===== config.mk =====
export PLATFORM = sky130hd
export DESIGN_NAME = hazard_sequencer
export DESIGN_NICKNAME = d
export VERILOG_FILES = /design/src/rtl/hazard_sequencer.sv
export SDC_FILE = /design/constraint.sdc
export NUM_CORES = 1
export LEC_CHECK = 0
export ABC_AREA = 1
export CAP_MARGIN = 10
export CORE_MARGIN = 5
export CORE_UTILIZATION = 43
export CTS_CLUSTER_SIZE = 14
export DETAILED_ROUTE_END_ITERATION = 16
export GPL_ROUTABILITY_DRIVEN = 0
export MAX_ROUTING_LAYER = met4
export PLACE_DENSITY = 0.79
export SLEW_MARGIN = 10
export SYNTH_ARGS = -nofsm -noshare
export SYNTH_HDL_FRONTEND = slang
export SYNTH_SLANG_ARGS = --single-unit

===== constraint.sdc =====
create_clock -name CLK -period 1.6 [get_ports CLK]
set_input_delay 0.32 -clock CLK [delete_from_list [all_inputs] [get_ports CLK]]
set_output_delay 0.32 -clock CLK [all_outputs]
set_load 0.005 [all_outputs]

===== src/rtl/hazard_sequencer.sv =====
// Hazard/stall controller for the 5-stage pipeline: operand forwarding, load-use and
// memory-wait stalls, branch flushes, data-memory handshake and saturating event counters.
module hazard_sequencer #(
    parameter int CNT_W       = 16,
    parameter int MEM_TIMEOUT = 64,
    parameter bit ZERO_REG_EN = 1'b1
) (
    input  logic             CLK,
    input  logic             RST_N,
    input  logic [4:0]       RA1D,
    input  logic [4:0]       RA2D,
    input  logic [4:0]       RA1E,
    input  logic [4:0]       RA2E,
    input  logic [4:0]       WA3E,
    input  logic [4:0]       WA3M,
    input  logic [4:0]       WA3W,
    input  logic             RegWriteM,
    input  logic             RegWriteW,
    input  logic             MemToRegE,
    input  logic             PCSrcD,
    input  logic             PCSrcE,
    input  logic             PCSrcM,
    input  logic             PCSrcW,
    input  logic             BranchTakenE,
    input  logic             MemAccessM,
    input  logic             MemReadyM,
    output logic [1:0]       ForwardAE,
    output logic [1:0]       ForwardBE,
    output logic             StallF,
    output logic             StallD,
    output logic             StallE,
    output logic             StallM,
    output logic             FlushD,
    output logic             FlushE,
    output logic             FlushW,
    output logic             MemReqM,
    output logic             MemErr,
    output logic [CNT_W-1:0] StallCount,
    output logic [CNT_W-1:0] FlushCount
);
    localparam int TW = $clog2(MEM_TIMEOUT + 1);
    localparam logic [TW-1:0] TMAX = TW'(MEM_TIMEOUT);

    typedef enum logic {S_IDLE, S_WAIT} state_t;

    state_t           state_q, state_d;
    logic [TW-1:0]    tcnt_q, tcnt_d;
    logic             mem_err_q, mem_err_d;
    logic [CNT_W-1:0] stall_cnt_q, stall_cnt_d;
    logic [CNT_W-1:0] flush_cnt_q, flush_cnt_d;

    logic mem_stall, mem_req, ldr_stall, pc_wr_pending;

    function automatic logic [1:0] fwd_sel(input logic [4:0] ra, input logic [4:0] wa_m,
                                           input logic we_m, input logic [4:0] wa_w,
                                           input logic we_w);
        logic [1:0] sel;
        sel = 2'b00;
        if (ZERO_REG_EN && ra == 5'd0)
            sel = 2'b00;
        else if (we_m && wa_m == ra)
            sel = 2'b10;
        else if (we_w && wa_w == ra)
            sel = 2'b01;
        return sel;
    endfunction

    assign ForwardAE = fwd_sel(RA1E, WA3M, RegWriteM, WA3W, RegWriteW);
    assign ForwardBE = fwd_sel(RA2E, WA3M, RegWriteM, WA3W, RegWriteW);

    assign ldr_stall = MemToRegE && ((WA3E == RA1D) || (WA3E == RA2D))
                       && !(ZERO_REG_EN && WA3E == 5'd0);
    assign pc_wr_pending = PCSrcD | PCSrcE | PCSrcM;

    always_comb begin
        state_d   = state_q;
        tcnt_d    = tcnt_q;
        mem_err_d = mem_err_q;
        mem_stall = 1'b0;
        mem_req   = 1'b0;
        case (state_q)
            S_IDLE: begin
                mem_req = MemAccessM;
                if (MemAccessM && !MemReadyM) begin
                    mem_stall = 1'b1;
                    state_d   = S_WAIT;
                    tcnt_d    = TW'(1);
                end
            end
            S_WAIT: begin
                mem_req = 1'b1;
                if (MemReadyM) begin
                    state_d = S_IDLE;
                    tcnt_d  = '0;
                end else if (tcnt_q == TMAX) begin
                    // Abandon the access; the W bubble already inserted is kept.
                    mem_err_d = 1'b1;
                    state_d   = S_IDLE;
                    tcnt_d    = '0;
                end else begin
                    mem_stall = 1'b1;
                    tcnt_d    = tcnt_q + TW'(1);
                end
            end
            default: begin
                state_d = S_IDLE;
                tcnt_d  = '0;
            end
        endcase
    end

    // Gating with RST_N makes every control drop the instant reset asserts.
    assign StallM  = RST_N & mem_stall;
    assign StallE  = RST_N & mem_stall;
    assign StallD  = RST_N & (mem_stall | ldr_stall);
    assign StallF  = RST_N & (mem_stall | ldr_stall | pc_wr_pending);
    assign FlushW  = RST_N & mem_stall;
    assign FlushD  = RST_N & !mem_stall & (pc_wr_pending | PCSrcW | BranchTakenE);
    assign FlushE  = RST_N & !mem_stall & (ldr_stall | BranchTakenE);
    assign MemReqM = RST_N & mem_req;

    always_comb begin
        stall_cnt_d = stall_cnt_q;
        flush_cnt_d = flush_cnt_q;
        if (StallF && stall_cnt_q != '1)
            stall_cnt_d = stall_cnt_q + CNT_W'(1);
        if ((FlushD || FlushE) && flush_cnt_q != '1)
            flush_cnt_d = flush_cnt_q + CNT_W'(1);
    end

    always_ff @(posedge CLK or negedge RST_N) begin
        if (!RST_N) begin
            state_q     <= S_IDLE;
            tcnt_q      <= '0;
            mem_err_q   <= 1'b0;
            stall_cnt_q <= '0;
            flush_cnt_q <= '0;
        end else begin
            state_q     <= state_d;
            tcnt_q      <= tcnt_d;
            mem_err_q   <= mem_err_d;
            stall_cnt_q <= stall_cnt_d;
            flush_cnt_q <= flush_cnt_d;
        end
    end

    assign MemErr     = mem_err_q;
    assign StallCount = stall_cnt_q;
    assign FlushCount = flush_cnt_q;
endmodule


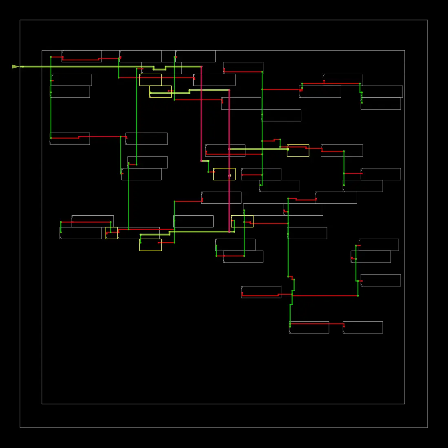
(run_1/clock_nets.png)
clock network power: 0.000736 W
count of clock-net buffers in the final layout: 6
worst clock skew: 0.00848 ns
cts bufs inserted: 5

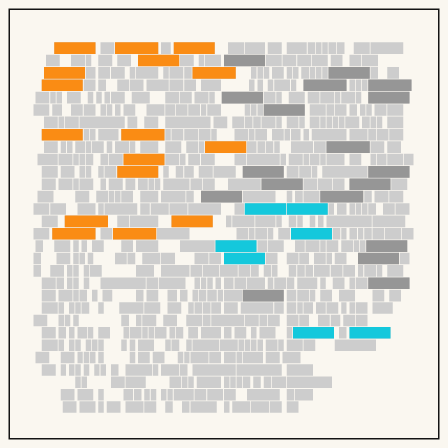
(run_1/ff_map.png)
Other sequential cells in the stronger grey, the rest of the logic in the fainter grey.
Key: cyan = tcnt_q [flops 7]; orange = StallCount [flops 16]
fraction of standard cell area that is sequential: 0.195
Core Util, Final: 0.781
total sequential power: 0.00130 W

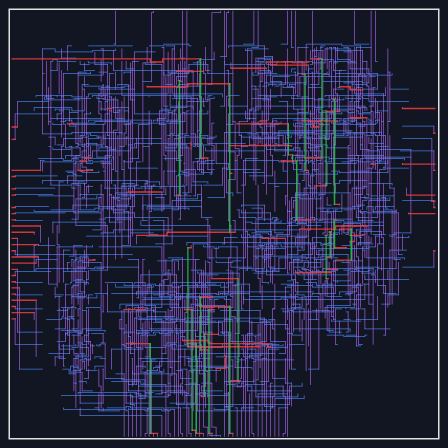
(run_1/layers.png)
Key: green = M4 [wire length 401 µm]; red = M3 [wire length 420 µm]; purple = M2 [wire length 5,880 µm]; blue = M1 [wire length 4,230 µm]
detailed-route via count: 3,642
wire length reported by the detailed router: 10.9 mm
GRT Overall Usage: 0.238
final routed wire length divided by cell count: 15.5 µm

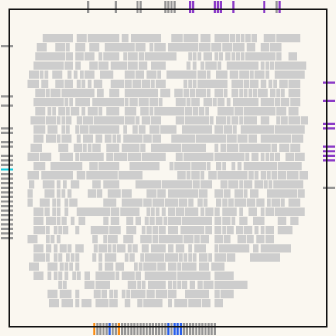
(run_1/pinout.png)
Pins as bars across the die edge, other pins in grey.
Key: cyan = StallM [pins 1, direction output, edge left]; blue = WA3M [pins 5, direction input, edge bottom]; orange = ForwardBE [pins 2, direction output, edge bottom]; purple = FlushCount [pins 16, direction output, edge 8 right, 8 top]

==> summary.txt, run 1 <==
Implementation summary

The flow ran to the end, but the final reports show violations. The number of nets in the synthesized netlist is 465. The multi-input gate share of total cell area is 0.380. The critical path in the final layout is reported with a setup slack of -0.367 ns. The element type at the critical path start is a register.

Summing all multi-input logic gate instances after layout gives 2030 µm². The post-detailed-route DRC marker count is 0. The total of warnings raised by yosys is 0. The last timing report of the flow puts the setup violation total at 40. Of the post-synthesis cell area, the dominant cell type holds 0.338.

The endpoint type of the worst setup path is an output port. Ranked by total cell area, the synthesized netlist is headed by dfrtp_1, nand2_1, inv_1. The classification of the worst setup path is register to output port.

The pin closest to its max-slew limit shows a slew of 0.346 ns. The checks that failed: negative setup slack. The synthesized chip area reported by yosys is 3040 µm². The clock sink count is 41. Listed in order, past its start point the critical path passes nor3_2 > nand3_2 > nand2_2 > o21ai_4 > buf_6 > nor2_4 > nand2_2 > inv_1 > buf_2. Summing all flip-flop and latch instances after layout gives 1040 µm². The first global-routing pass estimated 16.3 mm of wire. 92 I/O pins were placed.

Of the total power, registers draw 0.348. The minimum clock period is 1.97 ns. The number of non-filler instances in the completed layout is 707.

On the critical path the largest part of the delay comes from simple AND/OR/NAND/NOR gates. The dominant cell type by count on the critical path is nand2_2. Of the cells placed in the final design, the portion with a size suffix greater than 1 is 0.424. The number of pins with negative max-slew slack in the final report is 0. The core region area is 6830 µm². The cell group occupying the most layout area is logic gates. Detailed placement reports a standard cell area of 4490 µm². The achievable clock frequency is 508 MHz.
-- run 1: path summary, 6_finish.rpt --
| check | from | to | slack (ns) | depth (start not counted) |
|---|---|---|---|---|
| max in group asynchronous | RST_N | StallCount[4] | 0.89 | 3 |
| min in group CLK | MemErr | MemErr | 0.49 | 1 |
| worst max-delay path | tcnt_q[5] | FlushD | -0.37 | 9 |
| worst min register to register | MemErr | MemErr | 0.49 | 1 |
| worst min-delay path | RST_N | FlushCount[15] | 0.05 | 2 |
| worst max register to register | tcnt_q[5] | FlushCount[15] | -0.31 | 13 |
-- run 1: cells by family after synthesis --
family	count (synthesis)	synth area share
compound gates	40	0.0918
buf+inv	76	0.115
xor+xnor	34	0.0980
fa+ha+maj	4	0.0165
flops	41	0.338
simple gates	219	0.341
-- run 1: state kept, by name (all words and copies together) (netlist names) --
register,cells
state_q,1
MemErr,1
tcnt_q,7
StallCount,16
FlushCount,16
-- run 1: metal layers --
metal	global-route usage	part of all wire	up-vias
met3	0.0377	0.038	48
met1	0.261	0.39	1744
met2	0.417	0.54	140
met4	0.117	0.037	0
met5	-	0	-
li1	-	-	1710
-- run 1: placed cells by master, fill, tap and decap left out, types with 4 or more instances in the layout --
cell / instances
inv_1: 49
buf_2: 19
o21ai_2: 14
nand2_2: 18
buf_6: 17
xnor2_1: 13
dlygate4sd2_1: 29
buf_12: 7
a21oi_1: 5
clkdlybuf4s50_1: 22
nor2_1: 27
buf_16: 4
dfrtp_1: 31
dfrtp_2: 10
buf_4: 88
clkbuf_8: 6
nor3_2: 4
nand3_2: 9
inv_2: 15
clkdlybuf4s15_1: 4
nand4_1: 5
nor3_1: 7
xor2_1: 16
nor2_2: 6
dlymetal6s2s_1: 4
nand3_1: 23
nand2_1: 98
--- run 2 (diff from run 1) ---
- CORE_UTILIZATION: 43 -> 25
- PLACE_DENSITY: 0.79 -> 0.52
==> summary.txt, run 2 <==
Implementation summary

The achievable clock frequency is 522 MHz. The minimum clock period is 1.92 ns. The number of nets in the synthesized netlist is 465.

The top-level port count is 92. The total setup violations reported at the end of the flow is 39. The number of clock buffers added by TritonCTS is 5. The transition time recorded at the tightest slew-check pin is 0.452 ns.

For this run, global-route usage on met1 was measured as 0.171. The share of total power dissipated in sequential elements is 0.312. The power attributed to the clock group is 0.00121 W. The final critical-path setup slack is -0.316 ns.

The final reports fail on negative setup slack. The cell area after placement is 4610 µm². The startpoint of the lowest-slack register-to-register path is tcnt_q[5]. For this block, the routed nets add up to 9.84 mm of wire. The most numerous cell type found on the critical path is nand2_2. The flow ran to the end, but the final reports show violations. Sequential power for this build is 0.00129 W.

In the layout the commonest cells are nand2_1, buf_4, inv_1. The clock skew after layout is 0.00475 ns. The vias after detailed routing is 3,326. The final design utilization is 0.447. The core region area is 12,000 µm².

The area of the multi-input gates is 1940 µm².
-- run 2: cell types whose count changed in the layout (fill, tap and decap cells not counted), sizes merged --
cell / delta
clkdlybuf4s50: -1
clkinv: +1
clkdlybuf4s15: -4
dlygate4sd2: +1
clkbuf: +4
dlymetal6s2s: +1
bufinv: +1
buf: -3
-- run 2: metrics by stage --
stage               cells  total power, W  setup TNS [ns]
global placement      716         0.00264          -25.55
global route          758         0.00438          -12.28
finish                758         0.00412           -7.57
detailed placement    716         0.00268          -27.47
CTS                   753         0.00410           -9.37
floorplan             414         0.00187          -0.337
-- run 2: worst paths after layout --
| check | slack (ns) | end | cells after the start |
|---|---|---|---|
| max | -0.32 | FlushE | 9 |
| min | 0.01 | FlushCount[6] | 2 |
| max reg2reg | -0.24 | FlushCount[9] | 13 |
| min reg2reg | 0.50 | tcnt_q[0] | 1 |
| max in group asynchronous | 0.86 | StallCount[11] | 3 |
| min in group CLK | 0.50 | tcnt_q[0] | 1 |
-- run 2: critical path: cells and delay by family (launching register included) --
kind	cells	cell delay, ns
DFF	1	0.41
and+or+nand+nor	5	0.56
buffers and inverters	3	0.28
AOI/OAI and AO/OA	1	0.06
-- run 2: cells by family after synthesis --
family / count (synthesis) / share of synthesized area
compound gates: 40 / 0.0918
buf+inv: 76 / 0.115
simple gates: 219 / 0.341
flops: 41 / 0.338
fa+ha+maj: 4 / 0.0165
xor+xnor: 34 / 0.0980
-- run 2: layout make-up --
type | instances | area share
repair buffers | 197 | 0.329
inverters | 67 | 0.0489
multi-input cells | 298 | 0.362
clock buffers | 5 | 0.0234
well taps | 147 | 0.0344
clock inverters | 3 | 0.00866
flip-flops and latches | 41 | 0.193
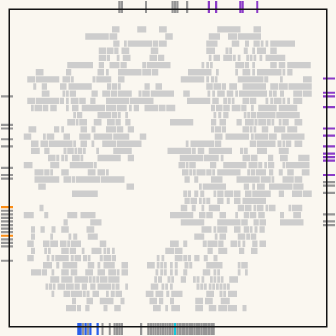
(run_2/pinout.png)
Pins as bars across the die edge, other pins in grey.
Key: purple = FlushCount [pins 16, direction output, edge 11 right, 5 top]; cyan = StallM [pins 1, direction output, edge bottom]; orange = ForwardBE [pins 2, direction output, edge left]; blue = WA3M [pins 5, direction input, edge bottom]

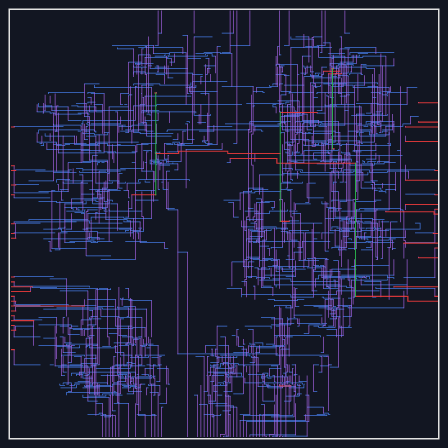
(run_2/layers.png)
Key: purple = M2 [wire length 5,010 µm]; blue = M1 [wire length 4,440 µm]; red = M3 [wire length 274 µm]; green = M4 [wire length 119 µm]

Power is estimated from default activity; no workload was simulated.
